--- src/rtl/m_pcpi_frontend.sv ---
// m_pcpi_frontend: PCPI front end that decodes RV32M instructions and hands them to an M unit.
// Optional single-entry result cache is built when M_RESULT_CACHE_EN is defined.
module m_pcpi_frontend (
  input  logic        clk,
  input  logic        resetn,
  input  logic        pcpi_valid,
  input  logic [31:0] pcpi_insn,
  input  logic [31:0] pcpi_rs1,
  input  logic [31:0] pcpi_rs2,
  output logic        pcpi_wr,
  output logic [31:0] pcpi_rd,
  output logic        pcpi_wait,
  output logic        pcpi_ready,
  output logic        m_valid,
  output logic [31:0] m_instruction,
  output logic [31:0] m_rs1,
  output logic [31:0] m_rs2,
  input  logic        m_wr,
  input  logic [31:0] m_rd,
  input  logic        m_busy,
  input  logic        m_ready
);

  typedef enum logic [1:0] {
    ST_IDLE  = 2'd0,
    ST_ISSUE = 2'd1,
    ST_WAIT  = 2'd2,
    ST_RESP  = 2'd3
  } state_t;

  function automatic logic is_m_insn(input logic [31:0] insn);
    return (insn[6:0] == 7'b0110011) && (insn[31:25] == 7'b0000001);
  endfunction

  state_t      state_r;
  logic        abort_r;
  logic        decode_hit_s;
  logic        issue_abort_s;
  logic        wait_abort_s;
  logic        capture_s;
  logic        complete_s;
  logic        cache_hit_s;
  logic        cache_wr_s;
  logic [31:0] cache_rd_s;

  assign decode_hit_s  = is_m_insn(pcpi_insn);
  assign issue_abort_s = (state_r == ST_ISSUE) && !pcpi_valid;
  assign wait_abort_s  = (state_r == ST_WAIT) && !pcpi_valid;
  assign capture_s     = (state_r == ST_WAIT) && m_ready;
  // A result is only delivered if the core never let go of the request.
  assign complete_s    = capture_s && pcpi_valid && !abort_r;

  // The issue strobe has to track m_busy in the same cycle, so it is decoded from state.
  assign m_valid = (state_r == ST_ISSUE) && pcpi_valid && !m_busy;

`ifdef M_RESULT_CACHE_EN
  logic        cache_valid_r;
  logic [2:0]  cache_funct3_r;
  logic [31:0] cache_rs1_r;
  logic [31:0] cache_rs2_r;
  logic        cache_wr_r;
  logic [31:0] cache_rd_r;

  assign cache_hit_s = cache_valid_r &&
                       (pcpi_insn[14:12] == cache_funct3_r) &&
                       (pcpi_rs1 == cache_rs1_r) &&
                       (pcpi_rs2 == cache_rs2_r);
  assign cache_wr_s  = cache_wr_r;
  assign cache_rd_s  = cache_rd_r;

  // Result cache: filled by each completed M-unit response, dropped on any abort.
  always_ff @(posedge clk or negedge resetn) begin
    if (!resetn) begin
      cache_valid_r  <= 1'b0;
      cache_funct3_r <= 3'd0;
      cache_rs1_r    <= 32'd0;
      cache_rs2_r    <= 32'd0;
      cache_wr_r     <= 1'b0;
      cache_rd_r     <= 32'd0;
    end else if (issue_abort_s || wait_abort_s) begin
      cache_valid_r  <= 1'b0;
    end else if (complete_s) begin
      cache_valid_r  <= 1'b1;
      cache_funct3_r <= m_instruction[14:12];
      cache_rs1_r    <= m_rs1;
      cache_rs2_r    <= m_rs2;
      cache_wr_r     <= m_wr;
      cache_rd_r     <= m_rd;
    end else begin
      cache_valid_r  <= cache_valid_r;
    end
  end
`else
  assign cache_hit_s = 1'b0;
  assign cache_wr_s  = 1'b0;
  assign cache_rd_s  = 32'd0;
`endif

  // Request FSM; the pcpi outputs and latched request fields are all registers.
  always_ff @(posedge clk or negedge resetn) begin
    if (!resetn) begin
      state_r       <= ST_IDLE;
      abort_r       <= 1'b0;
      pcpi_wr       <= 1'b0;
      pcpi_rd       <= 32'd0;
      pcpi_wait     <= 1'b0;
      pcpi_ready    <= 1'b0;
      m_instruction <= 32'd0;
      m_rs1         <= 32'd0;
      m_rs2         <= 32'd0;
    end else begin
      case (state_r)
        ST_IDLE: begin
          if (pcpi_valid && decode_hit_s) begin
            m_instruction <= pcpi_insn;
            m_rs1         <= pcpi_rs1;
            m_rs2         <= pcpi_rs2;
            abort_r       <= 1'b0;
            if (cache_hit_s) begin
              state_r    <= ST_RESP;
              pcpi_ready <= 1'b1;
              pcpi_wr    <= cache_wr_s;
              pcpi_rd    <= cache_rd_s;
            end else begin
              state_r   <= ST_ISSUE;
              pcpi_wait <= 1'b1;
            end
          end
        end
        ST_ISSUE: begin
          if (issue_abort_s) begin
            state_r   <= ST_IDLE;
            pcpi_wait <= 1'b0;
          end else if (!m_busy) begin
            state_r <= ST_WAIT;
          end
        end
        ST_WAIT: begin
          if (capture_s) begin
            pcpi_wait <= 1'b0;
            abort_r   <= 1'b0;
            if (complete_s) begin
              state_r    <= ST_RESP;
              pcpi_ready <= 1'b1;
              pcpi_wr    <= m_wr;
              pcpi_rd    <= m_rd;
            end else begin
              state_r <= ST_IDLE;
            end
          end else if (wait_abort_s) begin
            abort_r <= 1'b1;
          end
        end
        ST_RESP: begin
          state_r    <= ST_IDLE;
          pcpi_ready <= 1'b0;
          pcpi_wr    <= 1'b0;
          pcpi_rd    <= 32'd0;
        end
        default: begin
          state_r    <= ST_IDLE;
          abort_r    <= 1'b0;
          pcpi_wait  <= 1'b0;
          pcpi_ready <= 1'b0;
          pcpi_wr    <= 1'b0;
          pcpi_rd    <= 32'd0;
        end
      endcase
    end
  end

endmodule

--- config.mk ---
export PLATFORM = sky130hd
export DESIGN_NAME = m_pcpi_frontend
export DESIGN_NICKNAME = d
export VERILOG_FILES = /design/src/rtl/m_pcpi_frontend.sv
export SDC_FILE = /design/constraint.sdc
export NUM_CORES = 1
export LEC_CHECK = 0
export CAP_MARGIN = 10
export CORE_ASPECT_RATIO = 0.6
export CORE_MARGIN = 8
export CORE_UTILIZATION = 43
export CTS_CLUSTER_SIZE = 25
export DETAILED_ROUTE_END_ITERATION = 12
export GPL_ROUTABILITY_DRIVEN = 1
export PLACE_DENSITY = 0.86
export SYNTH_ARGS = -nofsm -noshare
export SYNTH_HDL_FRONTEND = slang
export SYNTH_SLANG_ARGS = --single-unit
--- constraint.sdc ---
create_clock -name clk -period 4.2 [get_ports clk]
set_input_delay 0.63 -clock clk [delete_from_list [all_inputs] [get_ports clk]]
set_output_delay 0.63 -clock clk [all_outputs]
set_load 0.02 [all_outputs]
Figure 1. Power grid.
Bar = 50 um. Pins as bars on the die edge. Tap cells in gray.
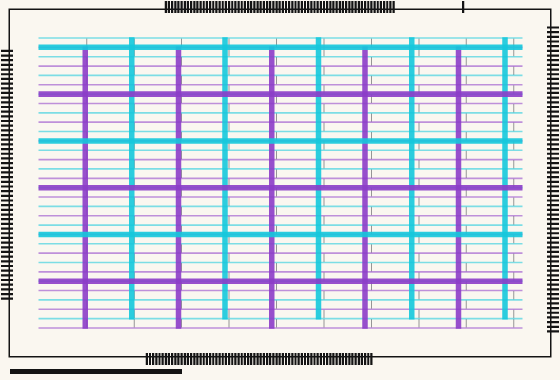
[VDD] cyan
[VSS] purple
signal pins: 266
rows: 31

Figure 2. Placement view.
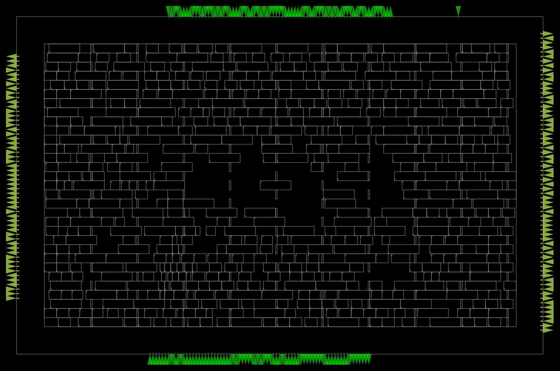
Fillers: 799
Flops: 134
tap cell count: 165
final core utilization: 0.7186
Seq/total area: 0.3931

==> flow_summary.ini <==
; synthesis and place-and-route metrics
[pwr]
fin_total_pwr_w = 0.003701

[drt]
routed_wl_mm = 15.88
ant_nets = 0
vias = 3769
dr.first_iter.drc_count = 132

[layout]
nets = 729
postLayoutCellArea_um2 = 8529
drive_above_1_share = 0.2040

[grt]
grt_pass1_wl_mm = 24.18
first_global_vias = 4287
grt_use_total = 0.2005

[cts]
clock.latency.late_pin_ps = 400
clockRootBuffer = clkbuf_16
clockBufferDepth = 2

[timing]
worst_pin_slew_ps = 931.9
rsz0062_at_grt = false
tns_ps = 0
final.min_clock_period_ps = 2668
fmax_mhz = 374.8

[flow_run]
tool_warnings = 29

[floorplan]
rows = 31
chipHeight_um = 100.6
core_um2 = 11870

[critical_path]
cp_slowest_stage_delay_ps = 620
ff2ff_path_depth = 6
r2r-end = m_instruction[15]
cp.arrival_ps = 2040
cp_slowest_cell = clkdlybuf4s50_1
startpoint = pcpi_valid
path_max_fanout = 6
crit_chain = clkdlybuf4s50_1, nand2_1, nor2_1, clkdlybuf4s50_1
cp-endpoint = m_valid

[synthesis]
postSynthSeqShare = 0.6533
yosys_warnings = 0
ys_area_um2 = 5132
synth_area_um2 = 5132
async_reset_ff_frac = 1.000
edf_count = 0

[place]
dp_slack_ps = 1203
portBuffers = 265

[status]
status = complete, no violations
Figure 3. Where the registers sit.
Bar = 50 um. Other sequential cells in the stronger gray, the rest of the logic in the fainter gray.
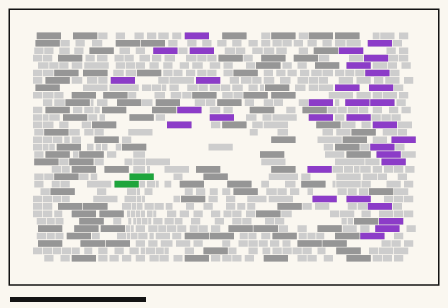
[state_r] green | flops: 2
[m_rs1] purple | flops: 32

==> per-layer routing <==
metal / vias to the layer above / GRT usage / wire (um)
li1: 1688 / - / -
met1: 1895 / 0.2212 / 6205
met2: 167 / 0.3467 / 7930
met3: 19 / 0.08604 / 1508
met4: 0 / 0.06186 / 236
met5: - / 0 / 0
==> state kept, by name, summed over array words and instances (netlist names) <==
register / count
state_r: 2
pcpi_rd: 32
pcpi_wait: 1
abort_r: 1
pcpi_ready: 1
m_instruction: 32
m_rs1: 32
m_rs2: 32
pcpi_wr: 1
==> layout by cell type (no fill, tap or decap), drive strengths merged <==
| master | synthesis | final |
|---|---|---|
| nor4b | 2 | 2 |
| ha | 4 | 4 |
| nand2b | 6 | 6 |
| nand2 | 4 | 4 |
| inv | 5 | 6 |
| dfrtp | 134 | 134 |
| a31oi | 1 | 1 |
| clkbuf | 8 | 19 |
| or4 | 1 | 1 |
| clkdlybuf4s50 | 0 | 264 |
| bufinv | 0 | 3 |
| nor2b | 1 | 1 |
| buf | 10 | 5 |
| a21o | 1 | 1 |
| a21oi | 3 | 3 |
| or3 | 1 | 1 |
| nor3 | 1 | 1 |
| o32a | 1 | 1 |
| nand4 | 1 | 1 |
| clkinv | 0 | 6 |
| mux2 | 82 | 82 |
| o21ai | 3 | 3 |
| and4b | 1 | 1 |
| and4 | 1 | 1 |
| and2 | 9 | 9 |
| a22o | 33 | 33 |
| or2 | 2 | 2 |
| nor2 | 2 | 2 |
| clkinvlp | 0 | 2 |
| nand3 | 4 | 4 |
==> kinds of logic after synthesis <==
kind of cell               synth area share
DFF                                  0.6533
AOI/OAI and AO/OA                   0.06680
buffers and inverters               0.02535
and+or+nand+nor                     0.04583
adders and majority gates          0.009752
muxes                                0.1989
==> final cells by class <==
cell class / instances / area (um^2) / area share
Inverter: 5 / 18.77 / 0.002200
Multi-Input combinational cell: 164 / 1658 / 0.1944
Timing Repair Buffer: 269 / 2705 / 0.3171
Clock buffer: 19 / 432.9 / 0.05076
Clock inverter: 12 / 155.1 / 0.01819
Sequential cell: 134 / 3353 / 0.3931
Tap cell: 165 / 206.4 / 0.02420
==> cells in the mapped netlist, types with 3 or more instances <==
| cell | instances | share of area |
|---|---|---|
| nand2b_1 | 6 | 0.0073 |
| nand3_1 | 4 | 0.0039 |
| nand2_1 | 4 | 0.0029 |
| clkbuf_1 | 8 | 0.0059 |
| mux2_2 | 56 | 0.12 |
| and2_1 | 9 | 0.011 |
| dfrtp_1 | 134 | 0.65 |
| mux2_4 | 26 | 0.076 |
| ha_1 | 4 | 0.0098 |
| a21oi_1 | 3 | 0.0029 |
| o21ai_0 | 3 | 0.0029 |
| buf_2 | 5 | 0.0049 |
| buf_6 | 5 | 0.011 |
| inv_1 | 5 | 0.0037 |
| a22o_1 | 33 | 0.056 |
==> worst register-to-register path: stages (launching register included) <==
cell and delay, ps:
dfrtp_1 400, inv_1 80, ha_1 270, inv_1 120, or2_4 580, buf_12 380
mux2_2 410
==> where the power goes <==
| part | switching (W) | leakage [nW] | internal, W |
|---|---|---|---|
| logic | 0.000364 | 1.90 | 0.000399 |
| registers | 0.0000684 | 1.85 | 0.00140 |
| clock network | 0.000539 | 0.283 | 0.000931 |
Power and IR drop assume default switching activity.
